===== src/rtl/seq_alu.sv =====
// seq_alu: sequential 16-bit ALU behind the control unit's DECODE/WAIT states.
// A request is accepted in IDLE when bgn is high. Single-cycle ops complete at the
// acceptance edge. MUL/DIV/MOD iterate for WIDTH cycles in BUSY. Results are then
// held in DONE until the requester drops bgn (4-phase handshake).
// Optional build macro: FAST_MUL_EN makes MUL a single-cycle combinational multiply.
// Ports:
//   clk, rst                  clock, synchronous active-high reset
//   bgn                       request, held until rdy is seen
//   opcode[5:0]               operation = opcode[5:1], opcode[0] ignored
//   A, B                      operands
//   acc1, acc2                primary / secondary result
//   zero, negative, carry, overflow   registered flags
//   rdy                       results valid (DONE)
module seq_alu #(
  parameter int unsigned WIDTH = 16,
  parameter int unsigned SHW   = 4
) (
  input  logic             clk,
  input  logic             rst,
  input  logic             bgn,
  input  logic [5:0]       opcode,
  input  logic [WIDTH-1:0] A,
  input  logic [WIDTH-1:0] B,
  output logic [WIDTH-1:0] acc1,
  output logic [WIDTH-1:0] acc2,
  output logic             zero,
  output logic             negative,
  output logic             carry,
  output logic             overflow,
  output logic             rdy
);

  localparam int unsigned W1 = WIDTH + 1;
  localparam int unsigned CW = $clog2(WIDTH);

  localparam logic [4:0] OP_ADD = 5'b00001;
  localparam logic [4:0] OP_SUB = 5'b00010;
  localparam logic [4:0] OP_LSR = 5'b00011;
  localparam logic [4:0] OP_LSL = 5'b00100;
  localparam logic [4:0] OP_RSR = 5'b00101;
  localparam logic [4:0] OP_RSL = 5'b00110;
  localparam logic [4:0] OP_MUL = 5'b00111;
  localparam logic [4:0] OP_DIV = 5'b01000;
  localparam logic [4:0] OP_MOD = 5'b01001;
  localparam logic [4:0] OP_AND = 5'b01010;
  localparam logic [4:0] OP_OR  = 5'b01011;
  localparam logic [4:0] OP_XOR = 5'b01100;
  localparam logic [4:0] OP_NOT = 5'b01101;
  localparam logic [4:0] OP_CMP = 5'b01110;
  localparam logic [4:0] OP_TST = 5'b01111;
  localparam logic [4:0] OP_INC = 5'b10000;
  localparam logic [4:0] OP_DEC = 5'b10001;

  typedef enum logic [1:0] {S_IDLE, S_BUSY, S_DONE} state_t;

  state_t state, state_nxt;

  logic [4:0]       op_in_c;
  logic [4:0]       op_q;
  logic [WIDTH-1:0] b_q;
  logic [WIDTH-1:0] work_hi;     // MUL: product high half; DIV/MOD: partial remainder
  logic [WIDTH-1:0] work_lo;     // MUL: multiplier/product low half; DIV/MOD: quotient
  logic [CW-1:0]    cnt;

  logic unused_opcode_lsb;
  assign unused_opcode_lsb = opcode[0];
  assign op_in_c = opcode[5:1];

  // Requests that must take the BUSY path (divide by zero short-circuits)
  logic div_op_c, mul_iter_c, iter_go_c, last_c;
  assign div_op_c = (op_in_c == OP_DIV) || (op_in_c == OP_MOD);
`ifdef FAST_MUL_EN
  assign mul_iter_c = 1'b0;
`else
  assign mul_iter_c = (op_in_c == OP_MUL);
`endif
  assign iter_go_c = mul_iter_c || (div_op_c && (|B));
  assign last_c    = (cnt == CW'(WIDTH - 1));

  // State register
  always_ff @(posedge clk) begin
    if (rst) state <= S_IDLE;
    else     state <= state_nxt;
  end

  // Next-state logic
  always_comb begin
    state_nxt = state;
    case (state)
      S_IDLE:  if (bgn) state_nxt = iter_go_c ? S_BUSY : S_DONE;
      S_BUSY:  if (last_c) state_nxt = S_DONE;
      S_DONE:  if (!bgn) state_nxt = S_IDLE;
      default: state_nxt = S_IDLE;
    endcase
  end

  // Arithmetic building blocks for single-cycle ops (driven from the request ports)
  logic [W1-1:0]    add_c, sub_c, inc_c, dec_c, lsr_c, lsl_c;
  logic [WIDTH-1:0] ror_c, rol_c;
  logic [SHW-1:0]   amt_c;
  assign amt_c = B[SHW-1:0];
  assign add_c = {1'b0, A} + {1'b0, B};
  assign sub_c = {1'b0, A} - {1'b0, B};
  assign inc_c = {1'b0, A} + W1'(1);
  assign dec_c = {1'b0, A} - W1'(1);
  assign lsr_c = {A, 1'b0} >> amt_c;          // bit 0 is the last bit shifted out
  assign lsl_c = {1'b0, A} << amt_c;          // top bit is the last bit shifted out
  assign ror_c = WIDTH'({A, A} >> amt_c);
  assign rol_c = WIDTH'(({A, A} << amt_c) >> WIDTH);

`ifdef FAST_MUL_EN
  logic [2*WIDTH-1:0] prod_c;
  assign prod_c = {WIDTH'(0), A} * {WIDTH'(0), B};
`endif

  // Single-cycle result selection
  logic [WIDTH-1:0] sc_acc1_c, sc_acc2_c, sc_res_c;
  logic             sc_c_c, sc_v_c, sc_upd_c;
  always_comb begin
    sc_acc1_c = A;
    sc_acc2_c = '0;
    sc_res_c  = '0;
    sc_c_c    = 1'b0;
    sc_v_c    = 1'b0;
    sc_upd_c  = 1'b1;
    case (op_in_c)
      OP_ADD: begin
        sc_acc1_c = add_c[WIDTH-1:0];
        sc_c_c    = add_c[WIDTH];
        sc_v_c    = (A[WIDTH-1] == B[WIDTH-1]) && (add_c[WIDTH-1] != A[WIDTH-1]);
      end
      OP_SUB: begin
        sc_acc1_c = sub_c[WIDTH-1:0];
        sc_c_c    = sub_c[WIDTH];
        sc_v_c    = (A[WIDTH-1] != B[WIDTH-1]) && (sub_c[WIDTH-1] != A[WIDTH-1]);
      end
      OP_LSR: begin
        sc_acc1_c = lsr_c[WIDTH:1];
        sc_c_c    = lsr_c[0];
      end
      OP_LSL: begin
        sc_acc1_c = lsl_c[WIDTH-1:0];
        sc_c_c    = lsl_c[WIDTH];
      end
      OP_RSR: sc_acc1_c = ror_c;
      OP_RSL: sc_acc1_c = rol_c;
`ifdef FAST_MUL_EN
      OP_MUL: begin
        sc_acc1_c = prod_c[WIDTH-1:0];
        sc_acc2_c = prod_c[2*WIDTH-1:WIDTH];
        sc_c_c    = |prod_c[2*WIDTH-1:WIDTH];
        sc_v_c    = |prod_c[2*WIDTH-1:WIDTH];
      end
`endif
      // Only reached with B == 0: divide by zero
      OP_DIV: begin
        sc_acc1_c = '1;
        sc_acc2_c = A;
        sc_v_c    = 1'b1;
      end
      OP_MOD: begin
        sc_acc1_c = A;
        sc_acc2_c = '1;
        sc_v_c    = 1'b1;
      end
      OP_AND: sc_acc1_c = A & B;
      OP_OR:  sc_acc1_c = A | B;
      OP_XOR: sc_acc1_c = A ^ B;
      OP_NOT: sc_acc1_c = ~A;
      OP_CMP: begin
        sc_c_c = sub_c[WIDTH];
        sc_v_c = (A[WIDTH-1] != B[WIDTH-1]) && (sub_c[WIDTH-1] != A[WIDTH-1]);
      end
      OP_TST: ;
      OP_INC: begin
        sc_acc1_c = inc_c[WIDTH-1:0];
        sc_c_c    = inc_c[WIDTH];
        sc_v_c    = !A[WIDTH-1] && inc_c[WIDTH-1];
      end
      OP_DEC: begin
        sc_acc1_c = dec_c[WIDTH-1:0];
        sc_c_c    = dec_c[WIDTH];
        sc_v_c    = A[WIDTH-1] && !dec_c[WIDTH-1];
      end
      default: sc_upd_c = 1'b0;
    endcase
    // Flag source is the result except for CMP (difference) and TST (A & B)
    if (op_in_c == OP_CMP)      sc_res_c = sub_c[WIDTH-1:0];
    else if (op_in_c == OP_TST) sc_res_c = A & B;
    else                        sc_res_c = sc_acc1_c;
  end

  // One shift-add multiply step: add multiplicand when LSB set, shift right
  logic [W1-1:0]    mul_sum_c;
  logic [WIDTH-1:0] mul_hi_c, mul_lo_c;
  assign mul_sum_c = {1'b0, work_hi} + (work_lo[0] ? {1'b0, b_q} : W1'(0));
  assign mul_hi_c  = mul_sum_c[WIDTH:1];
  assign mul_lo_c  = {mul_sum_c[0], work_lo[WIDTH-1:1]};

  // One restoring-division step: shift in next dividend bit, subtract if it fits
  logic [W1-1:0]    div_rs_c;
  logic             div_ge_c;
  logic [WIDTH-1:0] div_hi_c, div_lo_c;
  assign div_rs_c = {work_hi, work_lo[WIDTH-1]};
  assign div_ge_c = (div_rs_c >= {1'b0, b_q});
  assign div_hi_c = div_ge_c ? WIDTH'(div_rs_c - {1'b0, b_q}) : div_rs_c[WIDTH-1:0];
  assign div_lo_c = {work_lo[WIDTH-2:0], div_ge_c};

  logic             op_q_mul_c;
  logic [WIDTH-1:0] step_hi_c, step_lo_c;
  assign op_q_mul_c = (op_q == OP_MUL);
  assign step_hi_c  = op_q_mul_c ? mul_hi_c : div_hi_c;
  assign step_lo_c  = op_q_mul_c ? mul_lo_c : div_lo_c;

  // Final iterative results, valid on the last BUSY cycle
  logic [WIDTH-1:0] it_acc1_c, it_acc2_c;
  logic             it_cv_c;
  always_comb begin
    it_acc1_c = step_lo_c;
    it_acc2_c = step_hi_c;
    it_cv_c   = 1'b0;
    if (op_q_mul_c) begin
      it_cv_c = |step_hi_c;
    end else if (op_q == OP_MOD) begin
      it_acc1_c = step_hi_c;
      it_acc2_c = step_lo_c;
    end
  end

  // Datapath and output registers
  always_ff @(posedge clk) begin
    if (rst) begin
      op_q     <= '0;
      b_q      <= '0;
      work_hi  <= '0;
      work_lo  <= '0;
      cnt      <= '0;
      acc1     <= '0;
      acc2     <= '0;
      zero     <= 1'b0;
      negative <= 1'b0;
      carry    <= 1'b0;
      overflow <= 1'b0;
      rdy      <= 1'b0;
    end else begin
      rdy <= (state_nxt == S_DONE);
      case (state)
        S_IDLE: begin
          if (bgn) begin
            op_q    <= op_in_c;
            b_q     <= B;
            work_hi <= '0;
            work_lo <= A;
            cnt     <= '0;
            if (!iter_go_c) begin
              acc1 <= sc_acc1_c;
              acc2 <= sc_acc2_c;
              if (sc_upd_c) begin
                zero     <= (sc_res_c == '0);
                negative <= sc_res_c[WIDTH-1];
                carry    <= sc_c_c;
                overflow <= sc_v_c;
              end
            end
          end
        end
        S_BUSY: begin
          work_hi <= step_hi_c;
          work_lo <= step_lo_c;
          cnt     <= cnt + CW'(1);
          if (last_c) begin
            acc1     <= it_acc1_c;
            acc2     <= it_acc2_c;
            zero     <= (it_acc1_c == '0);
            negative <= it_acc1_c[WIDTH-1];
            carry    <= it_cv_c;
            overflow <= it_cv_c;
          end
        end
        default: ;
      endcase
    end
  end

endmodule


===== config.mk =====
export PLATFORM = sky130hd
export DESIGN_NAME = seq_alu
export DESIGN_NICKNAME = d
export VERILOG_FILES = /design/src/rtl/seq_alu.sv
export SDC_FILE = /design/constraint.sdc
export NUM_CORES = 1
export LEC_CHECK = 0
export CAP_MARGIN = 20
export CORE_MARGIN = 3
export CORE_UTILIZATION = 30
export DETAILED_ROUTE_END_ITERATION = 8
export PLACE_DENSITY_LB_ADDON = 0.15
export SLEW_MARGIN = 20
export SYNTH_ARGS = -nofsm -noshare
export SYNTH_HDL_FRONTEND = slang
export SYNTH_SLANG_ARGS = --single-unit

===== constraint.sdc =====
create_clock -name clk -period 6.18 [get_ports clk]
set_clock_uncertainty 0.2 [all_clocks]
set_input_delay 0.618 -clock clk [delete_from_list [all_inputs] [get_ports clk]]
set_output_delay 0.618 -clock clk [all_outputs]
set_load 0.02 [all_outputs]

Fig. 1: run 1, metal 1
Scale bar: 50 um.
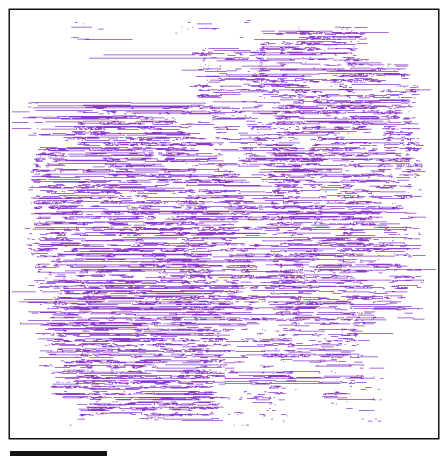
The wires run mostly horizontal. 1855 nets have wire on it. The layer carries 28.8 mm of wire. The longest straight run is 79.1 um.
vias post-DR: 15671
Global Route met1 Usage: 37.3%
Routed WL: 67500 um

Fig. 2: run 1, metal 2
Scale bar: 50 um.
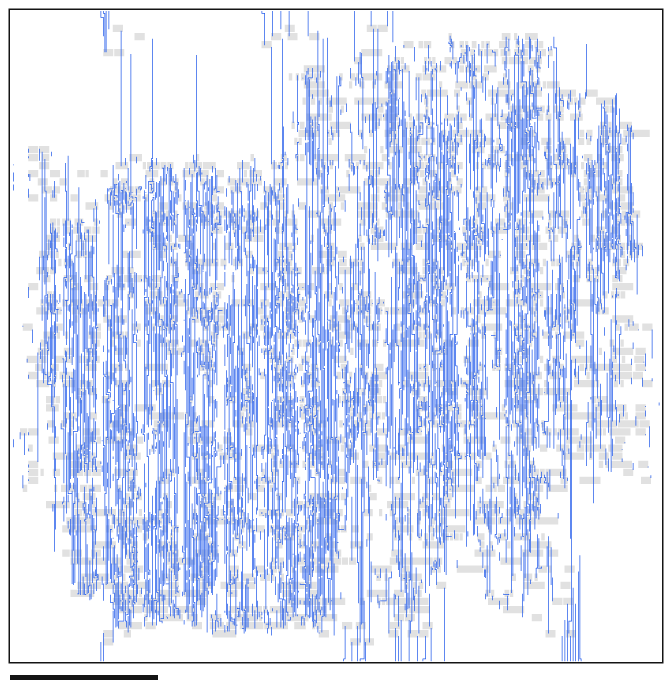
The longest straight run is 97.6 um. The layer holds 45% of the routed length. 1614 nets have wire on it.

Fig. 3: run 1, M3 wires
Scale bar: 50 um.
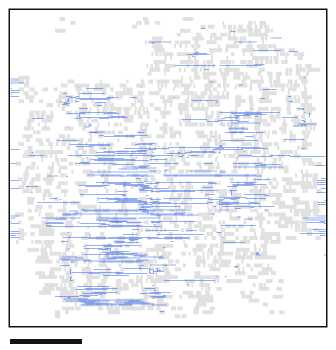
274 nets have wire on it. The wires run mostly horizontal. The longest straight run is 84.2 um. The layer carries 5130 um of wire. The layer holds 7.6% of the routed length.
global-route track usage on met3: 3.35%

==> PnR_summary.wiki, run 1 <==
== Flow metrics ==
{| class="wikitable"
! Metric !! Value
|-
| Result of the run || finished clean
|-
| Top Ports || 78
|-
| Placer Congestion || 0.977
|-
| CTS tree || yes
|-
| Power consumed by combinational cells || 1.13 mW
|-
| Aggregate global routing overflow || 0
|-
| Number of inverters outside the clock class in the layout || 76
|-
| Sequential cell count of the final layout || 96
|-
| Clock network area share || about 2.1%
|-
| Number of filler cells placed in the layout || 4934
|-
| Switching share of total power || a little over two fifths
|-
| Most numerous cell types in the synthesized netlist || sky130_fd_sc_hd__nand2_1, sky130_fd_sc_hd__nor2_1, sky130_fd_sc_hd__a21oi_1
|-
| Top routing layer in use || met4
|-
| Count of pins over their slew limit || 0
|-
| Post-layout period usage of the worst path || 83.3%
|-
| Number of setup violations in the final report || 0
|-
| Final count of hold timing violations || 0
|-
| Sequential cell power || 687 uW
|-
| Yosys Chip Area || 13700 sq um
|-
| Final std cell area, no fill || roughly 15000 sq um
|-
| Capture point of the worst path || acc1[10]
|-
| Critical Path Source || opcode[3]
|-
| Total of cells resized after clock tree synthesis || 0
|-
| GR met2 Demand/Resource || approximately 44%
|-
| Number of enable flip-flop cells || 0
|-
| Clock buffer count || 11
|-
| R2R Path Start || b_q[14]
|-
| Critical Path Sink Type || flip-flop
|-
| FP Util || 30.7%
|-
| Yosys cell count || 1909
|-
| Most Crowded Layer GR || met2
|-
| Crit path depth || 10
|-
| Post-DR vias/cell || roughly 6.3
|-
| Capture endpoint of the worst hold path || acc1[5]
|-
| Leading area contributor after synthesis || sky130_fd_sc_hd__dfxtp_1
|-
| NonClk Buf Share || slightly below 8%
|-
| Sum of met3 wire segment lengths after detailed routing || 5130 um
|-
| Count of antenna diodes in the layout || 0
|-
| # nets final || around 2000
|-
| Endpoint of the worst-slack reg-to-reg timing path || overflow
|-
| Worst hold path startpoint || acc1[5]
|-
| Post-synthesis cell count || ~1900
|-
| HPWL reported at the end of detailed placement || a little over 50000 um
|-
| Maximum vdd ir drop || roughly 0.11 mV
|-
| Combinational cell area excluding buffers and inverters || 10800 sq um
|-
| Sequential standard cell area || approximately 1900 sq um
|-
| Worst min-delay path class || reg2reg
|-
| Syn_area_per_cell || roughly 7 sq um
|-
| Total net switching power || between 1 and 1.5 mW
|-
| Area of the mapped netlist || ~14000 sq um
|-
| Clock sink count || approximately 96
|-
| Row Count || a little under 80
|-
| Hold WS || 251 ps
|-
| Clock network power || 635 uW
|-
| Placeable Area || 44700 sq um
|-
| Tightest slew margin relative to the limit || between 10 and 15%
|-
| Pin count of the biggest net entering global routing || a little under 90
|-
| Tapcells inserted || between 500 and 600
|-
| Highest cell delay on the worst timing path || 1170 ps
|-
| Layout area overhead || 11.2%
|-
| Post-synthesis cell type count || approximately 94
|-
| Clock Root Buffer || sky130_fd_sc_hd__clkbuf_16
|-
| Yosys top cell by instances || sky130_fd_sc_hd__nand2_1
|-
| Detailed router's first-iteration violation count || approximately 1900
|-
| Setup TNS after final layout || 0 ps
|-
| Tally of OpenROAD warnings || a little over 60
|-
| Largest fanout on the critical path || 16
|-
| Skew-Pair Late Insertion Delay || approximately 370 ps
|-
| RSZ-0062 raised after global routing || no
|-
| Tally of yosys warning messages || 0
|-
| Placed instance area || ~15000 sq um
|-
| Number of buffers created by CTS || 9
|-
| Multi-input gates || 1572
|-
| Worst Path Arrival || around 5200 ps
|-
| Share of Yosys cell area claimed by the top area cell type || 14.0%
|-
| Critical path launch point type || input pin
|-
| Hold-critical path depth || 2
|-
| Slack of the worst reg-to-reg path || between 1000 and 1500 ps
|-
| Pwr Density || between 150 and 200 nW/um^2
|-
| Seq/Total Area, Yosys || between 10% and 20%
|-
| Power share of the combinational group || about 46%
|-
| R2r worst-path depth || 12
|-
| Share of cell area taken by flip-flops and latches || roughly an eighth
|}
[run 1: cells by family (layout without fill, tap and decap cells)]
family / count (synthesis) / after routing / synth area share [%]
xor+xnor: 43 / 43 / 2.75
buf+inv: 241 / 228 / 7.57
mux: 99 / 99 / 11.1
flops: 96 / 96 / 14.0
simple gates: 741 / 741 / 26.1
fa+ha+maj: 91 / 91 / 8.53
compound gates: 598 / 598 / 29.9
[run 1: metrics by stage]
step | power [mW] | utilization, % | instances | setup WS [ps]
floorplan | 1.40 | - | 1909 | 1980
global route | 2.57 | 34.1 | 2488 | 964
detailed placement | 1.81 | 33.4 | 2472 | 824
global placement | 1.81 | 33.4 | 2472 | 868
CTS | 2.45 | 34.1 | 2488 | 1200
finish | 2.46 | 34.1 | 2488 | 1030
==> run 2: changes to the inputs <==
- clock period: 6.18 -> 5.2 ns (I/O delays scaled with it)
==> run 2 against run 1 <==
  * Via count is 2.3% higher
  * First-iteration DRC count is 2.9% higher
  * Combinational power is 24% higher
  * Setup slack worse by 400 ps
  * Global-route usage is 0.97 points higher
  * Design area is 2.8% higher
  * Critical path depth is 4 higher
==> PnR_summary.wiki, run 2 <==
== Flow metrics ==
{| class="wikitable"
! Metric !! Value
|-
| Result of the run || finished clean
|-
| Clock sink count || about 96
|-
| Final cell count without fillers || ~2500
|-
| Number of inverters outside the clock class in the layout || 76
|-
| Critical Path Sink Type || flip-flop
|-
| Clock network area share || 1.94%
|-
| Critical Path Source || A[4]
|-
| R2r worst-path depth || 13
|-
| Pin count of the biggest net entering global routing || approximately 76
|-
| Final count of hold timing violations || 0
|-
| Tally of OpenROAD warnings || 62
|-
| Area of the mapped netlist || about 14000 sq um
|-
| Clock Root Buffer || sky130_fd_sc_hd__clkbuf_16
|-
| Total net switching power || approximately 1.3 mW
|-
| CTS tree || yes
|-
| Combinational cell area excluding buffers and inverters || about 11000 sq um
|-
| Sequential cell power || ~800 uW
|-
| Crit path depth || 14
|-
| R2R Path Start || b_q[12]
|-
| Largest fanout on the critical path || 5
|-
| Number of buffers created by CTS || 9
|-
| Number of filler cells placed in the layout || about 4900
|-
| Capture endpoint of the worst hold path || acc2[10]
|-
| Hold-critical path depth || 2
|-
| Worst min-delay path class || reg2reg
|-
| Yosys Chip Area || 13700 sq um
|-
| Sequential cell count of the final layout || about 96
|-
| Capture point of the worst path || negative
|-
| Share of cell area taken by flip-flops and latches || 12.3%
|-
| Detailed router's first-iteration violation count || about 2000
|-
| Final std cell area, no fill || around 16000 sq um
|-
| Xor/xnor share of the synthesized area || approximately 2.7%
|-
| Post-layout period usage of the worst path || between 80 and 90%
|-
| Endpoint of the worst-slack reg-to-reg timing path || zero
|-
| Vias post-DR || 16031
|-
| Share of Yosys cell area claimed by the top area cell type || about 14%
|-
| Clock buffer count || 11
|-
| NonClk Buf Share || about a tenth
|-
| Tally of yosys warning messages || 0
|-
| Leading area contributor after synthesis || sky130_fd_sc_hd__dfxtp_1
|-
| Clock network power || around 710 uW
|-
| Compound-Gate Fraction of Synth Area || approximately 30%
|-
| Placer Congestion || roughly 0.99
|-
| Skew-Pair Late Insertion Delay || approximately 380 ps
|-
| Row Count || 77
|-
| Routed WL || ~70000 um
|-
| Area fraction in and, or, nand and nor cells || 26.1%
|-
| Maximum vdd ir drop || 0.126 mV
|-
| Most numerous cell types in the synthesized netlist || sky130_fd_sc_hd__nand2_1, sky130_fd_sc_hd__nor2_1, sky130_fd_sc_hd__a21oi_1
|-
| Placement-stage worst setup slack || 334 ps
|-
| Total power consumption of the routed design || 2.92 mW
|-
| Power share of the combinational group || a little under half
|-
| Main logic family after synthesis || AND-OR/OR-AND gates
|-
| Highest cell delay on the worst timing path || 570 ps
|-
| Sequential standard cell area || about 1900 sq um
|-
| Count of antenna diodes in the layout || 0
|-
| # nets final || around 2100
|-
| Multi-input gates || between 1500 and 2000
|-
| Tapcells inserted || just under 600
|-
| Tightest slew margin relative to the limit || 36.0%
|-
| Worst hold path startpoint || acc2[10]
|-
| Minimum setup slack in the final design || about 630 ps
|-
| Slack of the worst reg-to-reg path || 810 ps
|-
| Hold WS || 254 ps
|-
| Post-placement cell count || 2527
|-
| Yosys top cell by instances || sky130_fd_sc_hd__nand2_1
|-
| Power consumed by combinational cells || around 1.4 mW
|-
| Pwr Density || ~190 nW/um^2
|-
| Placed instance area || about 15000 sq um
|-
| Worst Path Arrival || roughly 4600 ps
|-
| Switching share of total power || 43.8%
|}
==> run 2: cell types whose count changed in the layout (fill, tap and decap cells not counted) <==
cell | previous run | this run
sky130_fd_sc_hd__buf_12 | 0 | 3
sky130_fd_sc_hd__buf_4 | 62 | 114
sky130_fd_sc_hd__bufinv_16 | 2 | 0
sky130_fd_sc_hd__clkbuf_1 | 2 | 0
sky130_fd_sc_hd__clkbuf_8 | 0 | 2
sky130_fd_sc_hd__clkinv_4 | 1 | 3
sky130_fd_sc_hd__clkinv_8 | 0 | 1
sky130_fd_sc_hd__inv_8 | 1 | 0
sky130_fd_sc_hd__nor3_1 | 61 | 62
sky130_fd_sc_hd__nor3_2 | 2 | 1
==> run 2: per-layer routing <==
metal	track usage (%)	routed length [um]
met1	37.5	29400
met2	45.7	32100
met3	4.16	5340
met4	11.8	3290
met5	0	12
Fig. 4: run 2, metal 1
Scale bar: 50 um.
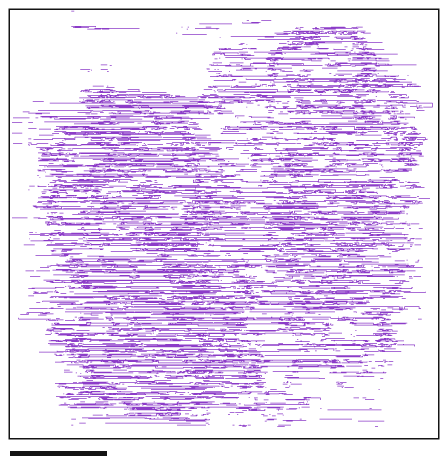
The longest straight run is 71.8 um. The wires run mostly horizontal. The layer holds 42% of the routed length. The layer carries 29.4 mm of wire. 1916 nets have wire on it.

Fig. 5: run 2, M3 wires
Scale bar: 50 um.
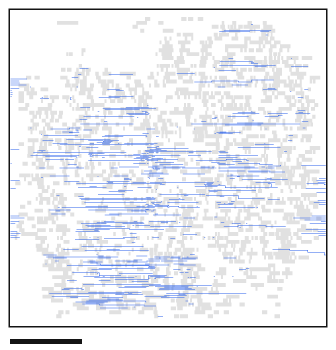
276 nets have wire on it. The longest straight run is 75.4 um. The layer holds 7.6% of the routed length. The layer carries 5340 um of wire. The wires run mostly horizontal.

Fig. 6: run 2, routing congestion
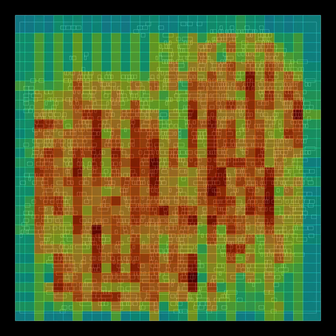
final cell utilization of the core: 35.0%
average wire length per cell after detail routing: 27.6 um
Most Crowded Layer GR: met2

Power is estimated from default activity; no workload was simulated.
